## src/rtl/iris_mem_stream_tx.sv

```systemverilog
// Burst read streamer: RAM (1-cycle latency) to valid/ready stream.
// Two-entry output FIFO with read credits so backpressure never drops data.
module iris_mem_stream_tx #(
  parameter int DATA_WIDTH = 24,
  parameter int ADDR_WIDTH = 12,
  parameter int LEN_WIDTH  = 12
) (
  input  logic                  clk,
  input  logic                  rst_n,
  input  logic                  cmd_valid,
  output logic                  cmd_ready,
  input  logic [ADDR_WIDTH-1:0] cmd_addr,
  input  logic [LEN_WIDTH-1:0]  cmd_len,
  output logic                  mem_rd_en,
  output logic [ADDR_WIDTH-1:0] mem_rd_addr,
  input  logic [DATA_WIDTH-1:0] mem_rd_data,
  output logic [DATA_WIDTH-1:0] out_data,
  output logic                  out_valid,
  input  logic                  out_ready,
  output logic                  out_last,
  output logic                  busy,
  output logic                  done
);

  typedef enum logic [1:0] {
    S_IDLE,
    S_RUN,
    S_FIN
  } state_e;

  state_e                  state_q, state_d;
  logic                    init_q;
  logic [ADDR_WIDTH-1:0]   addr_q;
  logic [LEN_WIDTH-1:0]    iss_q;
  logic [LEN_WIDTH-1:0]    dlv_q;
  logic                    infl_q;
  logic [1:0]              cnt_q;
  logic [DATA_WIDTH-1:0]   head_q;
  logic [DATA_WIDTH-1:0]   tail_q;

  logic                    cmd_fire;
  logic                    pop;
  logic                    push;
  logic [2:0]              occ;
  logic                    credit_ok;

  assign out_valid = (cnt_q != 2'd0);
  assign out_data  = head_q;
  assign out_last  = out_valid && (dlv_q == LEN_WIDTH'(1));
  assign pop       = out_valid && out_ready;
  assign push      = infl_q;
  assign cmd_fire  = cmd_valid && cmd_ready;
  assign mem_rd_addr = addr_q;

  // Slots already claimed: buffered words plus the read returning now.
  assign occ       = {1'b0, cnt_q} + {2'b00, infl_q};
  assign credit_ok = occ < (3'd2 + {2'b00, pop});

  always_ff @(posedge clk or negedge rst_n) begin
    if (!rst_n) begin
      state_q <= S_IDLE;
      init_q  <= 1'b0;
    end else begin
      state_q <= state_d;
      init_q  <= 1'b1;
    end
  end

  always_comb begin
    state_d = state_q;
    unique case (state_q)
      S_IDLE: if (cmd_fire)
                state_d = (cmd_len == '0) ? S_FIN : S_RUN;
      S_RUN:  if (pop && dlv_q == LEN_WIDTH'(1))
                state_d = S_FIN;
      S_FIN:  state_d = S_IDLE;
      default: state_d = S_IDLE;
    endcase
  end

  always_comb begin
    cmd_ready = (state_q == S_IDLE) && init_q;
    busy      = (state_q != S_IDLE);
    done      = (state_q == S_FIN);
    mem_rd_en = (state_q == S_RUN) && (iss_q != '0) && credit_ok;
  end

  always_ff @(posedge clk or negedge rst_n) begin
    if (!rst_n) begin
      addr_q <= '0;
      iss_q  <= '0;
      dlv_q  <= '0;
      infl_q <= 1'b0;
    end else begin
      infl_q <= mem_rd_en;
      if (cmd_fire) begin
        addr_q <= cmd_addr;
        iss_q  <= cmd_len;
        dlv_q  <= cmd_len;
      end else begin
        if (mem_rd_en) begin
          addr_q <= addr_q + ADDR_WIDTH'(1);
          iss_q  <= iss_q - LEN_WIDTH'(1);
        end
        if (pop)
          dlv_q <= dlv_q - LEN_WIDTH'(1);
      end
    end
  end

  always_ff @(posedge clk or negedge rst_n) begin
    if (!rst_n) begin
      cnt_q  <= 2'd0;
      head_q <= '0;
      tail_q <= '0;
    end else begin
      unique case ({push, pop})
        2'b10: begin
          if (cnt_q == 2'd0) head_q <= mem_rd_data;
          else               tail_q <= mem_rd_data;
          cnt_q <= cnt_q + 2'd1;
        end
        2'b01: begin
          head_q <= tail_q;
          cnt_q  <= cnt_q - 2'd1;
        end
        2'b11: begin
          if (cnt_q == 2'd1) begin
            head_q <= mem_rd_data;
          end else begin
            head_q <= tail_q;
            tail_q <= mem_rd_data;
          end
        end
        default: ;
      endcase
    end
  end

endmodule
```

## config.mk

```make
export PLATFORM = sky130hd
export DESIGN_NAME = iris_mem_stream_tx
export DESIGN_NICKNAME = d
export VERILOG_FILES = /design/src/rtl/iris_mem_stream_tx.sv
export SDC_FILE = /design/constraint.sdc
export NUM_CORES = 1
export LEC_CHECK = 0
export CORE_UTILIZATION = 45
export DETAILED_ROUTE_END_ITERATION = 16
export GPL_ROUTABILITY_DRIVEN = 0
export HOLD_SLACK_MARGIN = 0.03
export MAX_ROUTING_LAYER = met4
export PLACE_DENSITY_LB_ADDON = 0.2
export SLEW_MARGIN = 20
export SYNTH_ARGS = -nofsm -noshare
export SYNTH_HDL_FRONTEND = slang
export SYNTH_SLANG_ARGS = --single-unit
```

## constraint.sdc

```tcl
create_clock -name clk -period 2.9 [get_ports clk]
set_clock_uncertainty 0.2 [all_clocks]
set_input_delay 0.435 -clock clk [delete_from_list [all_inputs] [get_ports clk]]
set_output_delay 0.435 -clock clk [all_outputs]
set_load 0.05 [all_outputs]
```

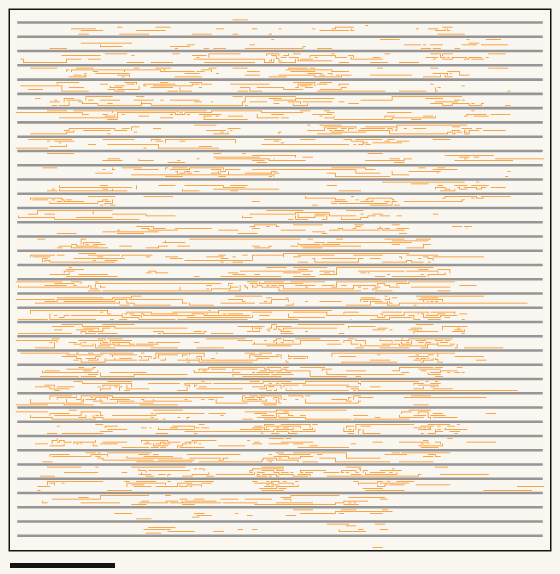
run_1/m1.png
Scale bar: 20 um. Supply wires on this layer in gray.
longest straight run: 30.4 um
main direction: horizontal
fraction of met1 tracks used by global routing: 31.7%
wirelength, routed: 11.6 mm

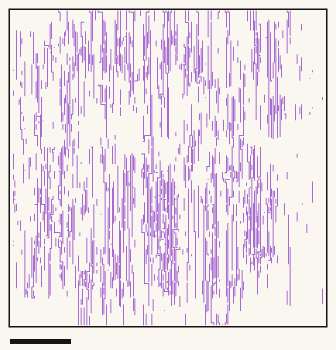
run_1/m2.png
Scale bar: 20 um.
longest straight run: 39.4 um
wire length on this layer: 5610 um
nets with wire on the layer: 538
share of all routed wire: 48%
main direction: vertical
GR met2 Demand/Resource: 37.1%
Vias: 4007

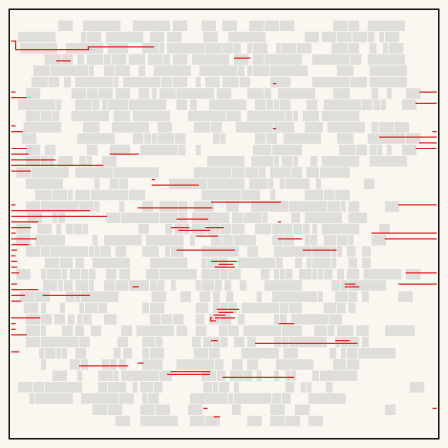
run_1/m3.png
Cells faint in the background.
longest straight run: 24.4 um
wire length on this layer: 515 um
nets with wire on the layer: 71
met3 track utilization from global routing: 3.19%

==> run notes, run 1 <==
Figures from the flow reports.

Status:
- The flow ran to the end, and the final reports show no timing, DRC or antenna violations.

STA:
- The run puts the number of endpoints with negative hold slack in the final report at 0.
- The run puts the part of the cycle the worst path needs at 96.0%.
- The run gives the worst hold margin as 0.283 ns.
- The run puts the maximum frequency from static timing analysis at ~0.36 GHz.

Job:
- The run gives the number of warnings in the stage logs as 31.

Min path:
- In this run the most critical hold path is launched from out_data[20].
- STA reports the tightest min-delay check as being of type flop to flop.

Detailed routing:
- The run gives the number of iterations in the first detailed-routing pass as 5.
- Routed signal wires occupy layers up through met4.

Power:
- The run gives the relative contribution of sequential cells to total power as a little under a third.
- The run puts the combinational group power at 4.17 mW.
- The flow reports that combinational logic draws 55.3% of the design power.
- The run puts the switching power at 3.42 mW.

Setup path:
- The report lists the cells along the critical path as ha_1, ha_1, or3b_1, a21o_4, nor2_4, buf_12.
- The run gives the critical setup path kind as flop to output pin.
- The run gives the endpoint arrival time on the critical path as 2.15 ns.
- The run puts the count of cell instances traversed by the critical path at 6.
- Broken down by cell family, the worst path's largest delay share belongs to simple AND/OR/NAND/NOR gates.
- The timing report gives the worst reg2reg path a setup slack of 0.31 ns.
- Tracing the worst setup path back leads to its startpoint at cnt_q[0].
- For the worst reg-to-reg path, the startpoint reported by OpenROAD is cnt_q[1].
- The run gives the end of the worst register-to-register path as tail_q[2].
- For the worst flop-to-flop path, the logic depth is 11.

Layout:
- The run gives the area occupied by registers as 0.00225 mm2.
- Of all the cell area in the finished design, non-clock buffers hold 18.6%.
- The run puts the filler-free cell count of the finished design at 702.
- The run gives the number of clock buffers in the layout as 10.
- The run gives the diode insertion count for antenna repair as 0.
- The run puts the share of final-layout standard cells stronger than drive strength 1 at 14.9%.

Clocking:
- The CTS log lists the clock sinks for this run as 90.
- The run gives the clock edge transition at the registers on the reported setup and hold paths as about 0.090 ns.
- The run puts the insertion delay of the later-clocked pin in the worst-skew pair at around 0.36 ns.
- The run gives the number of buffers created by CTS as 9.

Global routing:
- The run gives the number of global-route vias before repair as 3905.
- The run puts the largest net degree at the start of global routing at approximately 52.
- The run puts the residual overflow from global routing at 0.

Logic synthesis:
- The run puts the cell total in the yosys stat output at approximately 460.
- The run puts the basic-gate share of the synthesized area counting and, or, nand and nor cells at 17.8%.
- The run puts the synthesized-area fraction occupied by xor and xnor cells at roughly 2.1%.

Placed design:
- Including well taps, the total number of placed cells is between 600 and 700.

Die:
- The run puts the tap cell count at 133.
run_1/m4.png
Scale bar: 20 um. Supply wires on this layer in gray.
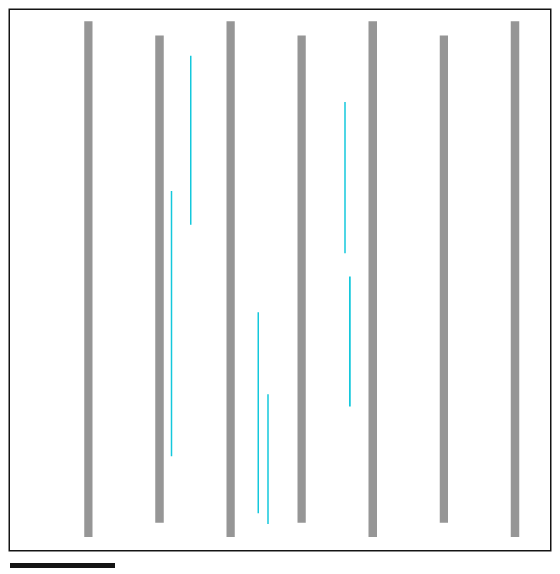

--- run 2 (diff from run 1) ---
- CORE_UTILIZATION: 45 -> 52
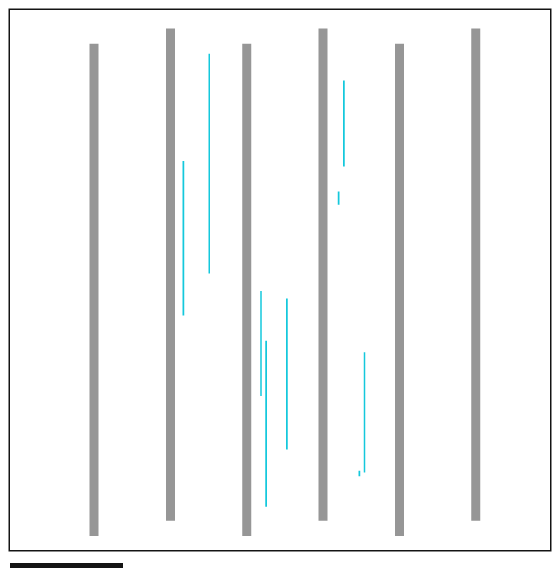
run_2/m4.png
Scale bar: 20 um. Supply wires on this layer in gray.
main direction: vertical
longest straight run: 38.8 um
wire length on this layer: 179 um
share of all routed wire: 1.6%
Vias: 4062
wirelength, routed: 11.4 mm

==> run 2 against run 1 <==
Final area fell by 1.1%. Cell count fell by 4.3%. Global-route usage rose by 3.3 points. Total power fell by 1.3%. Sequential power barely moved. Synthesized cell count did not move. Clock power fell by 11%. Count of clock-buffer cells in the layout did not move. Via count rose by 1.4%. Critical endpoint unchanged. Largest cell class is now flip-flops and latches. Non-clock buffer count fell by 2. Sequential share of layout area rose by 0.41 points. Register-to-register slack improved by 0.08 ns.
==> run notes, run 2 <==
Figures from the flow reports.

Layout:
- The run gives the area of the multi-input gates as 0.00225 mm2 (was 0.00226 mm2).
- The run gives the area occupied by registers as 0.00225 mm2 (unchanged).
- The run puts the number of clock buffers in the layout at 10 (unchanged).
- The filler cell count in the final layout was 647 (was 845).
- The run puts the share of final-layout standard cells stronger than drive strength 1 at 14.3% (was 14.9%).
- The run puts the filler-free cell count of the finished design at 672 (was 702).
- The run puts the number of nets in the layout at 626 (was 628).
- The run puts the area share of buffers outside the clock network at 18.8% (was 18.6%).
- Most used cells in the layout excluding fill and tap cells: clkdlybuf4s50_1 (90), dfrtp_1 (89), nand2_1 (60), o21ai_0 (35) (unchanged).
- The run puts the diode insertion count for antenna repair at 0 (unchanged).

Placed design:
- The cell area after placement was 0.00579 mm2 (was 0.00582 mm2).
- The run puts the cell count after placement at 655 (was 684).

Power:
- The run puts the combinational group power at 4.17 mW (about the same).
- The run gives the fraction of power consumed by combinational cells as 56.0% (was 55.3%).
- The run gives the switching power as 3.41 mW (was 3.42 mW).
- The relative contribution of sequential cells to total power is 32.1% (was 31.5%).
- The clock group share of total power came to 11.8% (was 13.2%).
- The total power was 7.45 mW (was 7.54 mW).
- The run puts the sequential logic power at 2.39 mW (was 2.38 mW).
- The run gives the largest voltage drop on the vdd net as 1.02 mV (was 0.684 mV).
- The run puts the static leakage at 2.43 nW (was 2.46 nW).
- The run gives the clock network power as 0.882 mW (was 0.996 mW).

Global routing:
- The run gives the largest net degree at the start of global routing as 49 (was 52).
- The run puts the global routing usage on met2 at 42.6% (was 37.1%).
- The run puts the global routing usage on met1 at 36.0% (was 31.7%).
- The run gives the residual overflow from global routing as 0 (unchanged).
- The run gives the most used routing layer as met2 (unchanged).
- The run puts the number of global-route vias before repair at 3836 (was 3905).
- The met3 track utilization from global routing was 4.50% (was 3.19%).

Setup path:
- The run puts the number of cell instances on the worst register-to-register path at 7 (was 11).
- The run puts the worst setup slack for register-to-register paths at 0.39 ns (was 0.31 ns).
- The count of cell instances traversed by the critical path is 6 (unchanged).
- The run gives the reg-to-reg critical path startpoint as cnt_q[0] (was cnt_q[1]).
- The critical setup path kind is flop to output pin (unchanged).
- The gate family responsible for the most delay along the worst path is simple AND/OR/NAND/NOR gates (unchanged).
- The slowest cell on the critical path is nor3b_1 (was dfrtp_1).
- The run gives the launching instance or port of the critical path as iss_q[0] (was cnt_q[0]).
- The run gives the worst-path maximum fanout as 5 (was 9).
- The run puts the endpoint arrival time on the critical path at 2.17 ns (was 2.15 ns).
- The end of the worst register-to-register path is dlv_q[9] (was tail_q[2]).
- Ordered list of cells on the worst path: inv_1, ha_1, nor3b_1, and4_1, nor2_4, buf_12 (was ha_1, ha_1, or3b_1, a21o_4, nor2_4, buf_12).

Logic synthesis:
- The run gives the basic-gate share of the synthesized area counting and, or, nand and nor cells as 17.8% (unchanged).
- The run gives the post-synthesis share of cell area spent on and-or and or-and gates as 18.2% (unchanged).
- The run gives the cell count after synthesis as 464 (unchanged).
- The multiplexer share of the synthesized area was 6.32% (unchanged).
- The run puts the number of flip-flops and latches in the synthesized netlist at 90 (unchanged).
- The dominant register cell was dfrtp_1 (unchanged).
- The run gives the library cell with the largest summed area after synthesis as dfrtp_1 (unchanged).
- The run gives the chip area estimate from yosys synthesis as 0.00459 mm2 (unchanged).
- The dominant non-sequential cell family after synthesis is AND-OR/OR-AND gates (unchanged).
- The run gives the synthesized-area fraction occupied by xor and xnor cells as 2.10% (unchanged).
- The run gives the cell total in the yosys stat output as 464 (unchanged).
- The run gives the portion of synthesized cell area occupied by the leading cell type as 49.0% (unchanged).

Status:
- Status: completed (unchanged).

Min path:
- The run gives the startpoint of the lowest-slack hold path as out_data[19] (was out_data[20]).
- The run gives the number of instances on the worst hold path as 2 (unchanged).
- The class of the tightest hold or removal check is flop to flop (unchanged).
- The hold path endpoint was out_data[19] (was out_data[20]).

STA:
- The run puts the max-slew violation count at 0 (unchanged).
- The run gives the slack of the critical path as 0.0916 ns (was 0.115 ns).
- The worst hold margin was 0.284 ns (was 0.283 ns).
- The run puts the maximum frequency from static timing analysis at 0.356 GHz (was 0.359 GHz).
- The run puts the total negative slack for setup checks at 0 ns (unchanged).
- The run puts the worst slew margin relative to its limit at 60.5% (was 63.6%).
- The run gives the time the worst path needs with I/O delays and setup as 2.81 ns (was 2.79 ns).
- The number of endpoints with negative hold slack in the final report came to 0 (unchanged).
- The run puts the measured slew at the worst slew-check pin at 0.593 ns (was 0.546 ns).
- The number of failing setup endpoints in the final timing report came to 0 (unchanged).
- The run puts the part of the cycle the worst path needs at 96.8% (was 96.0%).

Clocking:
- The clock tree from TritonCTS is yes (unchanged).
- The run gives the insertion delay of the later-clocked pin in the worst-skew pair as 0.36 ns (about the same).
- The run puts the number of buffers created by CTS at 9 (unchanged).
- The run gives the number of gates resized after CTS as 3 (was 4).
- The largest buffer count on any clock path came to 2 (unchanged).
- The run puts the clock sink total at 90 (unchanged).
- The run puts the clock edge transition at the registers on the reported setup and hold paths at 0.10 ns (was 0.09 ns).

Detailed routing:
- The uppermost layer routed was met4 (unchanged).
- The number of iterations in the first detailed-routing pass came to 5 (unchanged).
- The initial DRC count came to 343 (was 312).
- The length of routed met2 wiring came to 5.60 mm (was 5.61 mm).

Die:
- The run gives the overall die area as 0.00922 mm2 (was 0.0106 mm2).
- The floorplan core area was 0.00838 mm2 (was 0.00982 mm2).
- The run puts the tap cell count at 105 (was 133).
- The run puts the starting density of the core at 54.8% (was 46.8%).
- The run gives the height of the die as 96.0 um (was 103 um).

Job:
- The run puts the number of warnings in the stage logs at 31 (unchanged).
--- run 3 (diff from run 2) ---
- CORE_UTILIZATION: 52 -> 55
- DONT_BUFFER_PORTS: default -> 1
- REMOVE_ABC_BUFFERS: default -> 1
==> run 3 against run 2 <==
Via count decreased by 4.6%. Global-route usage rose by 0.90 points. Sequential power grew 28%. Combinational power shrank 29%. Die area shrank 5.3%. Final area decreased by 8.8%. Cell count decreased by 7.9%. Synthesized area unchanged. Non-clock buffer count decreased by 50. Critical path type unchanged. Largest cell class unchanged.
==> run notes, run 3 <==
Figures from the flow reports.

Job:
- The run gives the number of warnings in the stage logs as 30 (was 31).

Power:
- The clock network power is 0.948 mW (was 0.882 mW).
- The run puts the relative contribution of sequential cells to total power at 43.8% (was 32.1%).
- The combinational group power is 2.97 mW (was 4.17 mW).
- The total power is 6.97 mW (was 7.45 mW).
- The largest voltage drop on the vdd net came to 0.792 mV (was 1.02 mV).
- The run puts the clock group share of total power at 13.6% (was 11.8%).
- The run gives the sequential logic power as 3.05 mW (was 2.39 mW).
- The run gives the fraction of power consumed by combinational cells as 42.6% (was 56.0%).

Logic synthesis:
- The cell count after synthesis is 464 (unchanged).
- The portion of synthesized cell area occupied by the leading cell type came to 49.0% (unchanged).
- The basic-gate share of the synthesized area counting and, or, nand and nor cells came to 17.8% (unchanged).
- The cell total in the yosys stat output was 464 (unchanged).
- The run puts the post-synthesis share of cell area spent on and-or and or-and gates at 18.2% (unchanged).
- The adder-cell share of the synthesized area is 3.27% (unchanged).
- The dominant non-sequential cell family after synthesis was AND-OR/OR-AND gates (unchanged).
- The synthesized-area fraction occupied by xor and xnor cells came to 2.10% (unchanged).
- The run puts the multiplexer share of the synthesized area at 6.32% (unchanged).

Setup path:
- The reg-to-reg critical path startpoint was cnt_q[1] (was cnt_q[0]).
- The launching instance or port of the critical path is iss_q[0] (unchanged).
- The run puts the endpoint arrival time on the critical path at 2.13 ns (was 2.17 ns).
- The run gives the end of the worst register-to-register path as tail_q[23] (was dlv_q[9]).
- The run puts the worst setup slack for register-to-register paths at 0.23 ns (was 0.39 ns).
- The run gives the slowest cell on the critical path as nor3b_1 (unchanged).
- The worst-path maximum fanout was 7 (was 5).
- The critical setup path kind is flop to output pin (unchanged).
- The count of cell instances traversed by the critical path is 6 (unchanged).
- Ordered list of cells on the worst path: inv_1, ha_1, nor3b_1, and4_1, nor2_4, buf_12 (unchanged).
- The run puts the number of cell instances on the worst register-to-register path at 11 (was 7).

Detailed routing:
- The uppermost layer routed is met4 (unchanged).
- The run gives the number of iterations in the first detailed-routing pass as 5 (unchanged).
- The run gives the length of routed met2 wiring as 5.55 mm (was 5.60 mm).
- The run gives the initial DRC count as 186 (was 343).

Clocking:
- The run puts the insertion delay of the later-clocked pin in the worst-skew pair at 0.35 ns (was 0.36 ns).
- The run gives the clock tree from TritonCTS as yes (unchanged).
- The run gives the largest buffer count on any clock path as 2 (unchanged).
- The run gives the clock sink total as 90 (unchanged).

Layout:
- The diode insertion count for antenna repair came to 0 (unchanged).
- The run puts the share of final-layout standard cells stronger than drive strength 1 at 16.8% (was 14.3%).
- The number of nets in the layout came to 576 (was 626).
- The run puts the filler cell count in the final layout at 582 (was 647).
- The number of clock buffers in the layout was 9 (was 10).
- The run puts the filler-free cell count of the finished design at 619 (was 672).
- The run puts the area share of buffers outside the clock network at 10.7% (was 18.8%).
- Most used cells in the layout excluding fill and tap cells: dfrtp_1 (89), nand2_1 (60), dlygate4sd3_1 (36), o21ai_0 (35) (was clkdlybuf4s50_1 (90), dfrtp_1 (89), nand2_1 (60), o21ai_0 (35)).
- The run gives the area of the multi-input gates as 0.00225 mm2 (about the same).
- The run gives the area occupied by registers as 0.00225 mm2 (unchanged).

Min path:
- The number of instances on the worst hold path came to 2 (unchanged).
- The hold path endpoint is iss_q[9] (was out_data[19]).
- The startpoint of the lowest-slack hold path is cmd_len[9] (was out_data[19]).
- The class of the tightest hold or removal check is input pin to flop (was flop to flop).

Status:
- Status: completed (unchanged).

STA:
- The number of endpoints with negative hold slack in the final report was 0 (unchanged).
- The run puts the time the worst path needs with I/O delays and setup at 2.76 ns (was 2.81 ns).
- The run gives the number of failing setup endpoints in the final timing report as 0 (unchanged).
- The part of the cycle the worst path needs is 95.2% (was 96.8%).
- The max-slew violation count was 0 (unchanged).
- The run puts the worst hold margin at 0.0408 ns (was 0.284 ns).
- The worst slew margin relative to its limit came to 59.6% (was 60.5%).
- The run gives the slack of the critical path as 0.138 ns (was 0.0916 ns).
- The run puts the maximum frequency from static timing analysis at 0.362 GHz (was 0.356 GHz).

Global routing:
- The run puts the largest net degree at the start of global routing at 91 (was 49).
- The run puts the number of global-route vias before repair at 3927 (was 3836).
- The run gives the most used routing layer as met2 (unchanged).
- The run puts the met3 track utilization from global routing at 4.88% (was 4.50%).

Die:
- The run gives the floorplan core area as 0.00789 mm2 (was 0.00838 mm2).
- The run puts the overall die area at 0.00872 mm2 (was 0.00922 mm2).
- The run gives the starting density of the core as 58.2% (was 54.8%).

Placed design:
- The cell count after placement came to 564 (was 655).
- The run puts the cell area after placement at 0.00485 mm2 (was 0.00579 mm2).
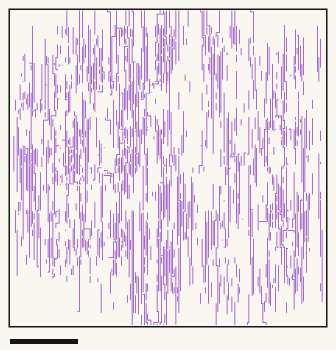
run_3/m2.png
Scale bar: 20 um.
share of all routed wire: 49%
nets with wire on the layer: 484
longest straight run: 37.1 um
Vias: 3876
wirelength, routed: 11.4 mm
GR met2 Demand/Resource: 42.8%


==> layout pictures side by side <==
Routing congestion map.
image #1
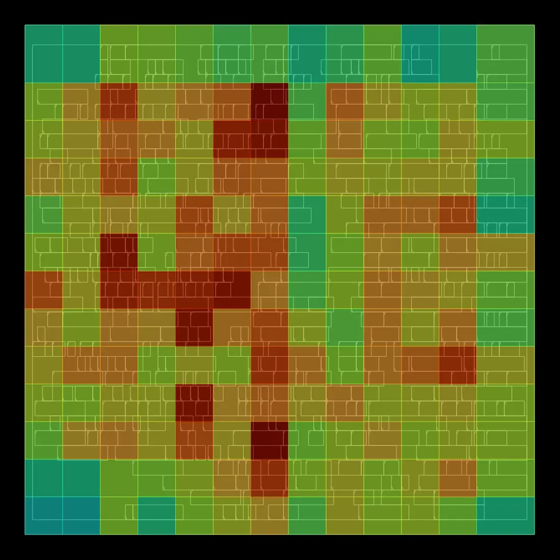
image #2
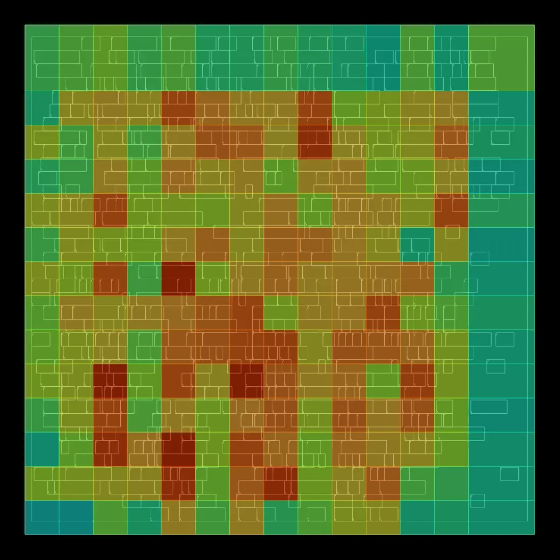
image #3
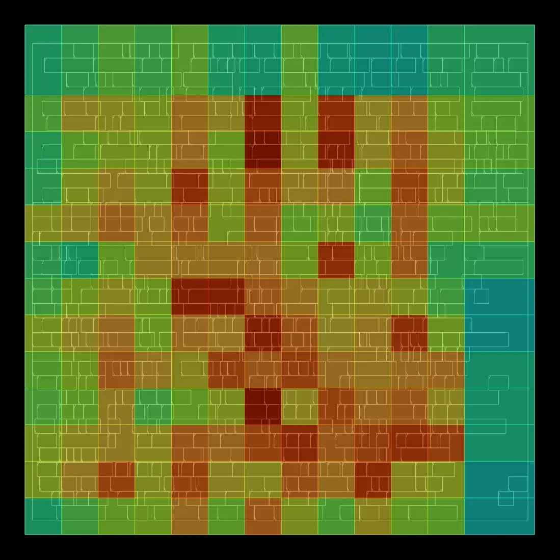
- run 2 = image #3
- run 3 = image #1
- run 1 = image #2

Power and IR drop assume default switching activity.
